Design mul32_iter, sky130hd; sources not shown.
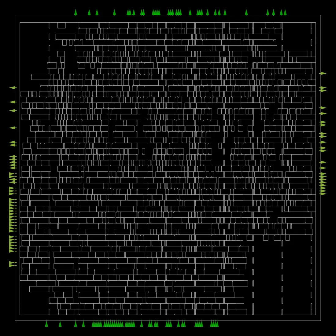
**Above:** cell outlines without signal wires.
flop share of the area: 0.253
final-layout fill cell count: 1462
# Taps: 265
Core Region: 19500 um^2
Util after Layout: 0.687

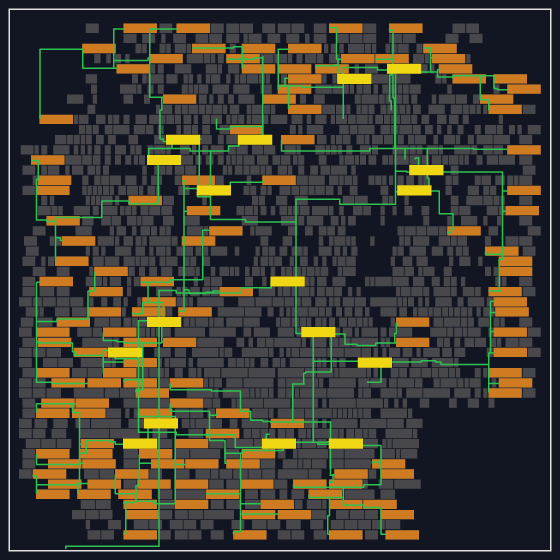
**Above:** routed clock nets over the placement.
- flip-flops: orange (count 135)
- clock wires: green (length 2040 um)
- cells driving clock nets: yellow (count 17)
- routed clock nets: 18
Worst-Skew Late Latency: 0.44 ns

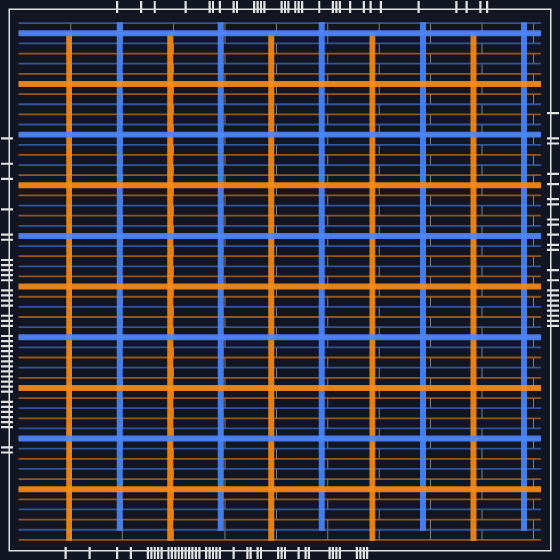
**Above:** floorplan with the power grid.
Pins as bars on the die edge. Tap cells in gray.
- VSS: orange
- VDD: blue
- met4 straps: 10
- signal pins: 135
- tap cells: 265
- met1 rails: 52
- met5 straps: 10
die y size: 145 um

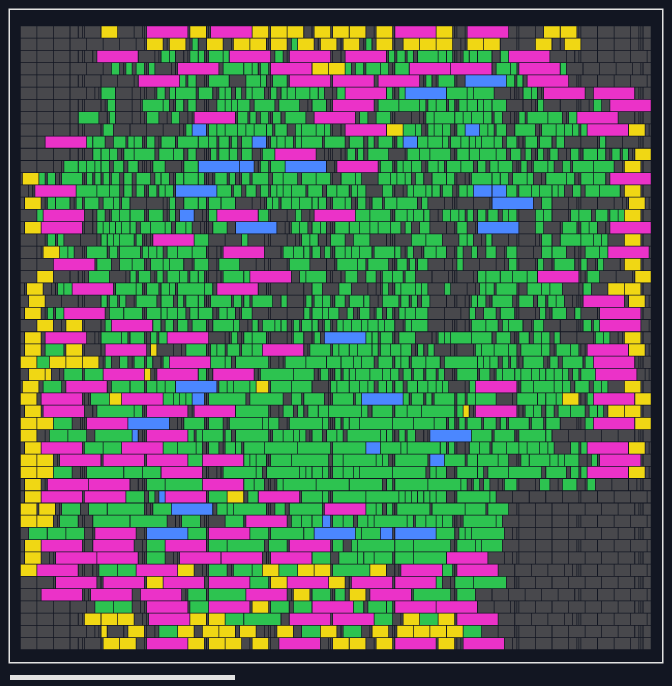
**Above:** cells colored by class.
Scale bar: 50 um. Fill, decap, tap and diode cells in gray.
- other buffers and delay cells: yellow (cells 140; share of their area 10%)
- all other logic: green (cells 1070; share of their area 59%)
- flip-flops: magenta (cells 135; share of their area 26%)
- clock drivers and dummy loads: blue (cells 32; share of their area 4.2%)
final instance area: 13400 um^2
number of cell rows: 51

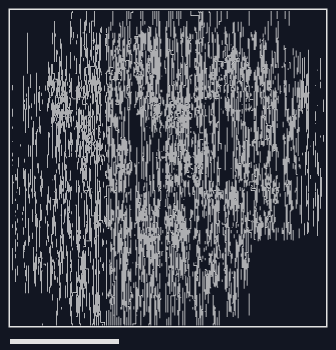
**Above:** met2 routing.
Scale bar: 50 um.
- nets with wire on the layer: 1371
- share of all routed wire: 46%
final WL: 32700 um
Vias: 10200
met2 GRT Util: 0.504

==> out/qor.yml <==
status: "finished, violations left"
violations: "capacitance limit, slew limit"
cts_setup_buffers: 0
logic_area_um2: 7510
warning_count: 26
tightest_slew_ns: 3.58
h-tree-depth: 4
dr.pass1.iters: 6
clkTransAtPathRegs_ns: 0.07
reg2reg_depth: 30
yosys.area.top_type_share: 0.293
ff_type: "dfrtp_1"
grt-ovfl-total: 0
cts_tree: "built"
yosysTopAreaCell: "dfrtp_1"
cpPeakStageDelay_ns: 0.78
grt_max_degree: 80
largest_reg_flops: 64
ys_warn_count: 0
cp_slowest_cell: "dfrtp_1"
root_buffer: "clkbuf_16"
holdCritPathClass: "reg2reg"
finalCriticalPeriod_ns: 10.03
hold_depth: 1
top_cells_by_count: "nand2_1, dfrtp_1, o21ai_0"
dpl.hpwl_um: 24500
hold_buffers: 0
dieArea_um2: 21000
edf_count: 0
rsz0062_at_grt: "no"
avgSynthCellArea_um2: 9.09
nNetsFinal: 1563
cp-end-kind: "flop"
finalSetupViolCount: 0
clock_skew_ns: 0.0128
ys_types: 76
drive_above_1_share: 0.0973
ys_chip_area_um2: 11500
antenna_found_initial: 0
hold_viol: 0
via_per_inst: 6.22
top_cell: "nand2_1"
antenna_left: 0
ctsResizeCount: 0
timing.final.max_slew_violations: 281
yosys_cells: 1268
yosysSeqAreaShare: 0.293
diodes: 0
fin_setup_tns_ns: 0
netlist_area_um2: 11500
place.gp.congestion: 1.02
async_flop_share: 1.00
r2r_slack_ns: 1.37
syn_inst: 1268
route.detailed.drc: 0
num_io_pins: 135
arrival_ns: 10.39
worst-path-max-fanout: 12
period_used_share: 0.880
numCtsBuffers: 17
clockBufferDepth: 2
regArea_um2: 3380
grt_pass1_wl_um: 52900
critical_path.most_common_cell: "a21oi_1"
drt_iter0_drc: 999
track_usage: 0.314
top_cells_by_area: "dfrtp_1, ha_1, fa_1, mux2_2, nand2_1"
maxCapViolCount: 6
max_freq_mhz: 99.7
max_slew_margin: -1.38
grt_pass1_vias: 10200
wl_per_cell_um: 19.9
die_x_um: 145
initial_core_util: 0.592
syn_nets: 1467
clock-sinks: 135
crit_type: "reg2reg"
start_kind: "flop"
holdWs_ns: 0.504
syn_to_final_growth_pct: 16.0
cp.required_ns: 11.76
synth_flops: 135
io_buffers: 134
place_area_um2: 12900
[critical path: cells and delay by family (launching register included)]
| family | cells | cell delay [ns] |
|---|---|---|
| adders and majority gates | 6 | 2.92 |
| muxes | 2 | 1.36 |
| xor gates and xnor gates | 1 | 0.13 |
| DFF | 1 | 0.78 |
| buffers and inverters | 2 | 0.11 |
| and+or+nand+nor | 5 | 1.44 |
| AOI/OAI and AO/OA | 14 | 3.21 |
[placed cells by master (no fill, tap or decap), drive strengths merged, types with 57 or more instances in the layout]
cell type	instances
inv	75
mux2	64
nand2	153
clkdlybuf4s50	64
dlygate4sd3	69
dfrtp	135
ha	90
and2	57
nor2	94
o21ai	101
a21oi	89
[cell families (layout without fill, tap and decap cells)]
| group | after synthesis | in the layout | synth area share |
|---|---|---|---|
| compound gates | 319 | 319 | 0.175 |
| simple gates | 402 | 402 | 0.163 |
| flops | 135 | 135 | 0.293 |
| xor+xnor | 68 | 68 | 0.0517 |
| mux | 83 | 83 | 0.0964 |
| buf+inv | 130 | 239 | 0.0517 |
| fa+ha+maj | 131 | 131 | 0.169 |
[routing by layer]
layer | part of all wire | vias up | wire length, um | track usage
met1 | 0.42 | 4921 | 13600 | 0.419
met2 | 0.46 | 529 | 15000 | 0.504
li1 | - | 4648 | - | -
met4 | 0.040 | 0 | 1310 | 0.123
met3 | 0.087 | 110 | 2850 | 0.0670
met5 | 0 | - | 0 | 0
[layout make-up]
cell class | count | share of cell area
multi-input cells | 1003 | 0.561
flip-flops and latches | 135 | 0.253
repair buffers | 140 | 0.102
clock buffers | 19 | 0.0324
well taps | 265 | 0.0248
inverters | 67 | 0.0188
clock inverters | 13 | 0.00823
[metrics by stage]
stage	cells	worst slack [ns]
after floorplan	1268	3.27
after global placement	1609	2.12
after detailed placement	1609	1.95
after CTS	1641	1.83
after global routing	1642	0.841
final	1642	1.37
